The metal 4 layer:
Supply wires on this layer in gray.
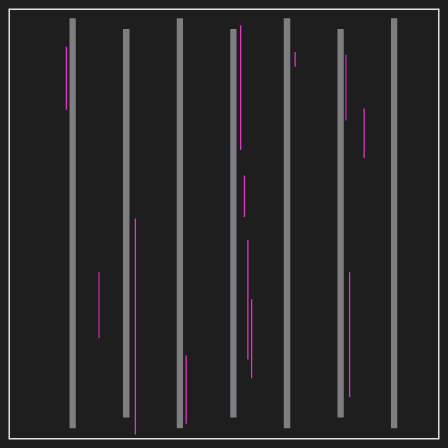
Met1 routing:
Supply wires on this layer in gray.
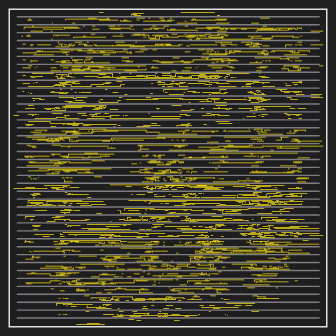
**src/rtl/rv32_pkg.sv**
```systemverilog
// rv32_pkg: constants and types shared by the register-file write-back path.
//   XLEN        datapath width
//   REG_ADDR_W  register index width
//   REG_ZERO    architectural x0, never written
//   wb_entry_t  {rd, data} pair carried from result source to the write port
package rv32_pkg;

    localparam int unsigned XLEN       = 32;
    localparam int unsigned REG_ADDR_W = 5;

    localparam logic [REG_ADDR_W-1:0] REG_ZERO = '0;

    typedef struct packed {
        logic [REG_ADDR_W-1:0] rd;
        logic [XLEN-1:0]       data;
    } wb_entry_t;

endpackage

```
**src/rtl/wb_fifo.sv**
```systemverilog
// wb_fifo: small FIFO of load results waiting for the register-file write port.
// Ports:
//   i_clk, i_rst     clock, synchronous active-high reset (flushes all entries)
//   i_push, i_entry  enqueue request and payload (ignored when full)
//   i_pop            dequeue request (ignored when empty)
//   o_head           oldest entry
//   o_full, o_empty  occupancy flags for the current cycle
//   o_full_next      occupancy flag after this cycle's push/pop
//   o_entry_rd       destination register of every slot
//   o_valid          per-slot valid bits, paired with o_entry_rd
module wb_fifo
    import rv32_pkg::*;
#(
    parameter int unsigned DEPTH = 2
) (
    input  logic                  i_clk,
    input  logic                  i_rst,
    input  logic                  i_push,
    input  wb_entry_t             i_entry,
    input  logic                  i_pop,
    output wb_entry_t             o_head,
    output logic                  o_full,
    output logic                  o_empty,
    output logic                  o_full_next,
    output logic [REG_ADDR_W-1:0] o_entry_rd [DEPTH],
    output logic [DEPTH-1:0]      o_valid
);

    localparam int unsigned PTR_W = (DEPTH > 1) ? $clog2(DEPTH) : 1;
    localparam int unsigned CNT_W = PTR_W + 1;
    localparam logic [CNT_W-1:0] FULL_CNT = CNT_W'(DEPTH);

    wb_entry_t        r_mem [DEPTH];
    logic [PTR_W-1:0] r_wr_ptr;
    logic [PTR_W-1:0] r_rd_ptr;
    logic [CNT_W-1:0] r_count;
    logic [DEPTH-1:0] r_valid;

    logic [CNT_W-1:0] w_count_d;
    logic             w_push;
    logic             w_pop;

    assign o_full  = (r_count == FULL_CNT);
    assign o_empty = (r_count == '0);
    assign w_push  = i_push && !o_full;
    assign w_pop   = i_pop && !o_empty;

    always_comb begin
        w_count_d = r_count;
        case ({w_push, w_pop})
            2'b10:   w_count_d = r_count + 1'b1;
            2'b01:   w_count_d = r_count - 1'b1;
            default: w_count_d = r_count;
        endcase
    end

    assign o_full_next = (w_count_d == FULL_CNT);

    always_ff @(posedge i_clk) begin
        if (i_rst) begin
            r_wr_ptr <= '0;
            r_rd_ptr <= '0;
            r_count  <= '0;
            r_valid  <= '0;
        end else begin
            // A push never targets the slot being popped: that would need a full FIFO.
            if (w_pop) begin
                r_valid[r_rd_ptr] <= 1'b0;
                r_rd_ptr          <= r_rd_ptr + 1'b1;
            end
            if (w_push) begin
                r_valid[r_wr_ptr] <= 1'b1;
                r_wr_ptr          <= r_wr_ptr + 1'b1;
            end
            r_count <= w_count_d;
        end
    end

    // Payload needs no reset; r_valid qualifies every use.
    always_ff @(posedge i_clk) begin
        if (w_push) begin
            r_mem[r_wr_ptr] <= i_entry;
        end
    end

    assign o_head  = r_mem[r_rd_ptr];
    assign o_valid = r_valid;

    always_comb begin
        for (int i = 0; i < int'(DEPTH); i++) begin
            o_entry_rd[i] = r_mem[i].rd;
        end
    end

endmodule

```
**src/rtl/regfile_writeback.sv**
```systemverilog
// regfile_writeback: drives the single register-file write port from the ALU
// (fixed latency, always accepted) and the load unit (valid/ready, buffered).
// Ports:
//   i_clk, i_rst                    clock, synchronous active-high reset
//   i_alu_valid/i_alu_rd/i_alu_data ALU result, highest priority
//   i_ld_valid/i_ld_rd/i_ld_data    load result offer; o_ld_ready accepts it
//   o_alu_stall                     one-cycle request to hold off the ALU so a
//                                   starved load can drain
//   o_wb_en/o_wb_addr/o_wb_data     registered write port (en, addr_3, inp_buf_3)
//   i_rd_addr_1/2                   current read addresses
//   o_fwd_hit_1/2, o_fwd_data_1/2   write-in-flight bypass for each read port
//   o_pend_1/2                      read address matches a buffered, unwritten load
// XLEN must match rv32_pkg::XLEN, since buffered entries use wb_entry_t.
module regfile_writeback
    import rv32_pkg::*;
#(
    parameter int unsigned XLEN         = 32,
    parameter int unsigned DEPTH        = 2,
    parameter int unsigned STARVE_LIMIT = 4
) (
    input  logic                  i_clk,
    input  logic                  i_rst,
    input  logic                  i_alu_valid,
    input  logic [REG_ADDR_W-1:0] i_alu_rd,
    input  logic [XLEN-1:0]       i_alu_data,
    input  logic                  i_ld_valid,
    output logic                  o_ld_ready,
    input  logic [REG_ADDR_W-1:0] i_ld_rd,
    input  logic [XLEN-1:0]       i_ld_data,
    output logic                  o_alu_stall,
    output logic                  o_wb_en,
    output logic [REG_ADDR_W-1:0] o_wb_addr,
    output logic [XLEN-1:0]       o_wb_data,
    input  logic [REG_ADDR_W-1:0] i_rd_addr_1,
    input  logic [REG_ADDR_W-1:0] i_rd_addr_2,
    output logic                  o_fwd_hit_1,
    output logic                  o_fwd_hit_2,
    output logic [XLEN-1:0]       o_fwd_data_1,
    output logic [XLEN-1:0]       o_fwd_data_2,
    output logic                  o_pend_1,
    output logic                  o_pend_2
);

    localparam int unsigned SCNT_W = $clog2(STARVE_LIMIT) + 1;
    localparam logic [SCNT_W-1:0] STARVE_LAST = SCNT_W'(STARVE_LIMIT - 1);

    // Registered state
    logic                  r_wb_en;
    logic [REG_ADDR_W-1:0] r_wb_addr;
    logic [XLEN-1:0]       r_wb_data;
    logic                  r_alu_stall;
    logic                  r_ld_ready;
    logic [SCNT_W-1:0]     r_starve_cnt;

    // Buffer interface
    wb_entry_t             w_head;
    wb_entry_t             w_ld_entry;
    logic                  w_full;
    logic                  w_empty;
    logic                  w_full_next;
    logic [REG_ADDR_W-1:0] w_entry_rd [DEPTH];
    logic [DEPTH-1:0]      w_valid;
    logic                  w_push;
    logic                  w_pop;

    // Source select and next state
    wb_entry_t             w_src;
    logic                  w_src_valid;
    logic                  w_wb_en_d;
    logic                  w_wait;
    logic                  w_stall_d;
    logic [SCNT_W-1:0]     w_starve_d;
    logic                  w_pend_1;
    logic                  w_pend_2;

    assign w_ld_entry.rd   = i_ld_rd;
    assign w_ld_entry.data = i_ld_data;

    // r_ld_ready already mirrors !full; the extra term keeps the FIFO safe
    // against a push arriving while full even if a pop lands in the same cycle.
    assign w_push = i_ld_valid && r_ld_ready && !w_full;
    assign w_pop  = !i_alu_valid && !w_empty;

    wb_fifo #(
        .DEPTH (DEPTH)
    ) u_fifo (
        .i_clk       (i_clk),
        .i_rst       (i_rst),
        .i_push      (w_push),
        .i_entry     (w_ld_entry),
        .i_pop       (w_pop),
        .o_head      (w_head),
        .o_full      (w_full),
        .o_empty     (w_empty),
        .o_full_next (w_full_next),
        .o_entry_rd  (w_entry_rd),
        .o_valid     (w_valid)
    );

    always_comb begin
        w_src       = '0;
        w_src_valid = 1'b0;
        if (i_alu_valid) begin
            w_src_valid = 1'b1;
            w_src.rd    = i_alu_rd;
            w_src.data  = i_alu_data;
        end else if (w_pop) begin
            w_src_valid = 1'b1;
            w_src       = w_head;
        end
    end

    // x0 results are consumed but never reach the port.
    assign w_wb_en_d = w_src_valid && (w_src.rd != REG_ZERO);

    // Starvation guard: count cycles the head is left waiting; on the last
    // allowed one, stall the ALU for a cycle so the head drains.
    assign w_wait     = !w_empty && !w_pop;
    assign w_stall_d  = w_wait && (r_starve_cnt == STARVE_LAST);
    assign w_starve_d = (w_wait && !w_stall_d) ? r_starve_cnt + 1'b1 : '0;

    always_ff @(posedge i_clk) begin
        if (i_rst) begin
            r_wb_en      <= 1'b0;
            r_wb_addr    <= REG_ZERO;
            r_wb_data    <= '0;
            r_alu_stall  <= 1'b0;
            r_ld_ready   <= 1'b0;
            r_starve_cnt <= '0;
        end else begin
            r_wb_en      <= w_wb_en_d;
            r_wb_addr    <= w_wb_en_d ? w_src.rd : REG_ZERO;
            r_wb_data    <= w_wb_en_d ? w_src.data : '0;
            r_alu_stall  <= w_stall_d;
            r_ld_ready   <= !w_full_next;
            r_starve_cnt <= w_starve_d;
        end
    end

    // Entries popping this cycle still count as pending: they are not written yet.
    always_comb begin
        w_pend_1 = 1'b0;
        w_pend_2 = 1'b0;
        for (int i = 0; i < int'(DEPTH); i++) begin
            if (w_valid[i] && (w_entry_rd[i] == i_rd_addr_1)) begin
                w_pend_1 = 1'b1;
            end
            if (w_valid[i] && (w_entry_rd[i] == i_rd_addr_2)) begin
                w_pend_2 = 1'b1;
            end
        end
    end

    assign o_pend_1 = w_pend_1 && (i_rd_addr_1 != REG_ZERO);
    assign o_pend_2 = w_pend_2 && (i_rd_addr_2 != REG_ZERO);

    assign o_fwd_hit_1  = r_wb_en && (r_wb_addr == i_rd_addr_1) && (i_rd_addr_1 != REG_ZERO);
    assign o_fwd_hit_2  = r_wb_en && (r_wb_addr == i_rd_addr_2) && (i_rd_addr_2 != REG_ZERO);
    assign o_fwd_data_1 = o_fwd_hit_1 ? r_wb_data : '0;
    assign o_fwd_data_2 = o_fwd_hit_2 ? r_wb_data : '0;

    assign o_wb_en     = r_wb_en;
    assign o_wb_addr   = r_wb_addr;
    assign o_wb_data   = r_wb_data;
    assign o_alu_stall = r_alu_stall;
    assign o_ld_ready  = r_ld_ready;

    // The ALU ignoring a stall request breaks the starvation bound.
    a_no_alu_during_stall: assert property (
        @(posedge i_clk) disable iff (i_rst) !(r_alu_stall && i_alu_valid)
    );

endmodule
```
**config.mk**
```make
export PLATFORM = sky130hd
export DESIGN_NAME = regfile_writeback
export DESIGN_NICKNAME = d
export VERILOG_FILES = /design/src/rtl/rv32_pkg.sv /design/src/rtl/wb_fifo.sv /design/src/rtl/regfile_writeback.sv
export SDC_FILE = /design/constraint.sdc
export NUM_CORES = 1
export LEC_CHECK = 0
export CORE_MARGIN = 2
export CORE_UTILIZATION = 50
export CTS_BUF_LIST = sky130_fd_sc_hd__clkbuf_4 sky130_fd_sc_hd__clkbuf_8
export DETAILED_ROUTE_END_ITERATION = 7
export GPL_TIMING_DRIVEN = 1
export PLACE_DENSITY = 0.85
export SLEW_MARGIN = 10
export SYNTH_ARGS = -nofsm -noshare
export SYNTH_HDL_FRONTEND = slang
export SYNTH_HIERARCHICAL = 1
export SYNTH_SLANG_ARGS = --single-unit
```
**constraint.sdc**
```tcl
create_clock -name i_clk -period 4.9 [get_ports i_clk]
set_input_delay 0.49 -clock i_clk [delete_from_list [all_inputs] [get_ports i_clk]]
set_output_delay 0.49 -clock i_clk [all_outputs]
set_load 0.05 [all_outputs]
```
==> ci_impl_report.md <==
## Implementation flow summary

| Metric | Value |
|---|---|
| Status | finished, final reports clean |
| Seq cells post-synth | 124 |
| Post-Syn Area per Cell | 12.6 sq um |
| Min Hold Slack | 0.426 ns |
| Post-synth top cells | edfxtp_1, and2_1, dfxtp_1, nor2_1 |
| Comb pwr share | 15.8% |
| CP dominant cell by count | clkdlybuf4s50_1 |
| Met1 Use GR | 26.9% |
| Top cell type by total area after synthesis | edfxtp_1 |
| Complex Gates by Area | 7.16% |
| Reg2reg start | u_fifo/r_count[0] |
| Tmin final | 3.79 ns |
| DIE WIDTH | 108 um |
| Largest net degree at the start of global routing | 42 |
| Final Hold Fails | 0 |
| Cell Type Count | 39 |
| Overall routing resource usage | 23.6% |
| Dominant comb cell | simple AND/OR/NAND/NOR gates |
| Mux share | 7.65% |
| Crit. Startpoint | i_rd_addr_2[2] |
| Critical Path, Cell by Cell | clkdlybuf4s50_1, xnor2_1, nand4_1, nor4_4, buf_4, and2_2, clkdlybuf4s50_1 |
| CP max-delay cell | clkdlybuf4s50_1 |
| YS chip area | 0.00545 sq mm |
| Ys cells | 432 |
| HP Start | r_starve_cnt[0] |
| Met3 Use GR | 5.61% |
| DP HPWL | 9740 um |
| Drt via density | 5.18 |
-- 'the metal 4 layer' (at the start) --
nets with wire on the layer: 11
wire length on this layer: 258 um
main direction: vertical

-- 'met1 routing' (at the start) --
nets with wire on the layer: 624
longest straight run: 47.8 um

power by group through the flow:
stage	logic (uW)	registers, uW	clock network (uW)
floorplan	172	1290	0
global placement	387	1230	0
detailed placement	395	1230	0
CTS	397	1210	923
global route	423	1210	972
finish	396	1210	909
logic make-up (layout without fill, tap and decap cells):
| logic type | after synthesis | count (layout) |
|---|---|---|
| AOI/OAI and AO/OA | 52 | 52 |
| xor gates and xnor gates | 33 | 33 |
| adders and majority gates | 3 | 3 |
| buffers and inverters | 42 | 242 |
| DFF | 124 | 124 |
| muxes | 37 | 37 |
| and+or+nand+nor | 141 | 141 |
layer usage:
layer	part of all wire, %	wire length (um)
met2	54	7310
met4	1.9	257
met5	0	0
met3	5.6	765
met1	39	5240
layout by cell type, fill, tap and decap left out, types with 4 or more instances in the layout:
cell type,netlist,final
xnor2_1,11,11
nor4_1,4,4
xor2_1,22,22
dfxtp_1,50,49
inv_1,7,7
and2_2,6,6
clkbuf_8,0,18
edfxtp_1,74,74
a22oi_1,37,37
a21oi_1,5,5
and2_1,57,57
clkdlybuf4s50_1,0,194
nor2_1,50,49
clkinvlp_4,0,5
buf_4,10,6
o21ai_0,5,5
clkinv_2,0,4
nand3_1,4,4
mux2_2,37,37
stage by stage:
| stage | area [sq um] | setup slack (ns) | power (uW) | util [%] |
|---|---|---|---|---|
| 6_report | 7790 | 1.11 | 2510 | 72.5 |
| 5_1_grt | 7790 | 0.977 | 2610 | 72.5 |
| 4_1_cts | 7790 | 1.09 | 2530 | 72.5 |
| 3_5_place_dp | 7380 | 1.09 | 1620 | 68.7 |
| 3_3_place_gp | 7380 | 1.16 | 1610 | 68.7 |
| 2_1_floorplan | 5450 | 2.44 | 1460 | - |
state kept, by name (all words and copies together) (netlist names), named ones only:
| name | count |
|---|---|
| r_starve_cnt | 3 |
| u_fifo/r_wr_ptr | 1 |
| u_fifo/r_mem | 74 |
| u_fifo/r_rd_ptr | 1 |
| o_wb_data | 32 |
| o_alu_stall | 1 |
| o_wb_en | 1 |
| u_fifo/o_valid | 2 |
| u_fifo/r_count | 2 |
| o_ld_ready | 1 |
| o_wb_addr | 5 |
cell type report:
class,instances,area (sq um)
well taps,140,175
multi-input cells,266,1960
inverters,9,33.8
clock inverters,12,148
repair buffers,201,1990
fillers,758,2950
clock buffers,20,263
flip-flops and latches,124,3220
worst paths after layout:
| check | endpoint | slack (ns) | depth (start not counted) |
|---|---|---|---|
| min reg2reg | r_starve_cnt[0] | 0.43 | 1 |
| max reg2reg | u_fifo/r_mem[0][7] | 2.11 | 7 |
| min | r_starve_cnt[0] | 0.43 | 1 |
| max | o_fwd_data_2[1] | 1.11 | 7 |
Power is estimated from default activity; no workload was simulated.
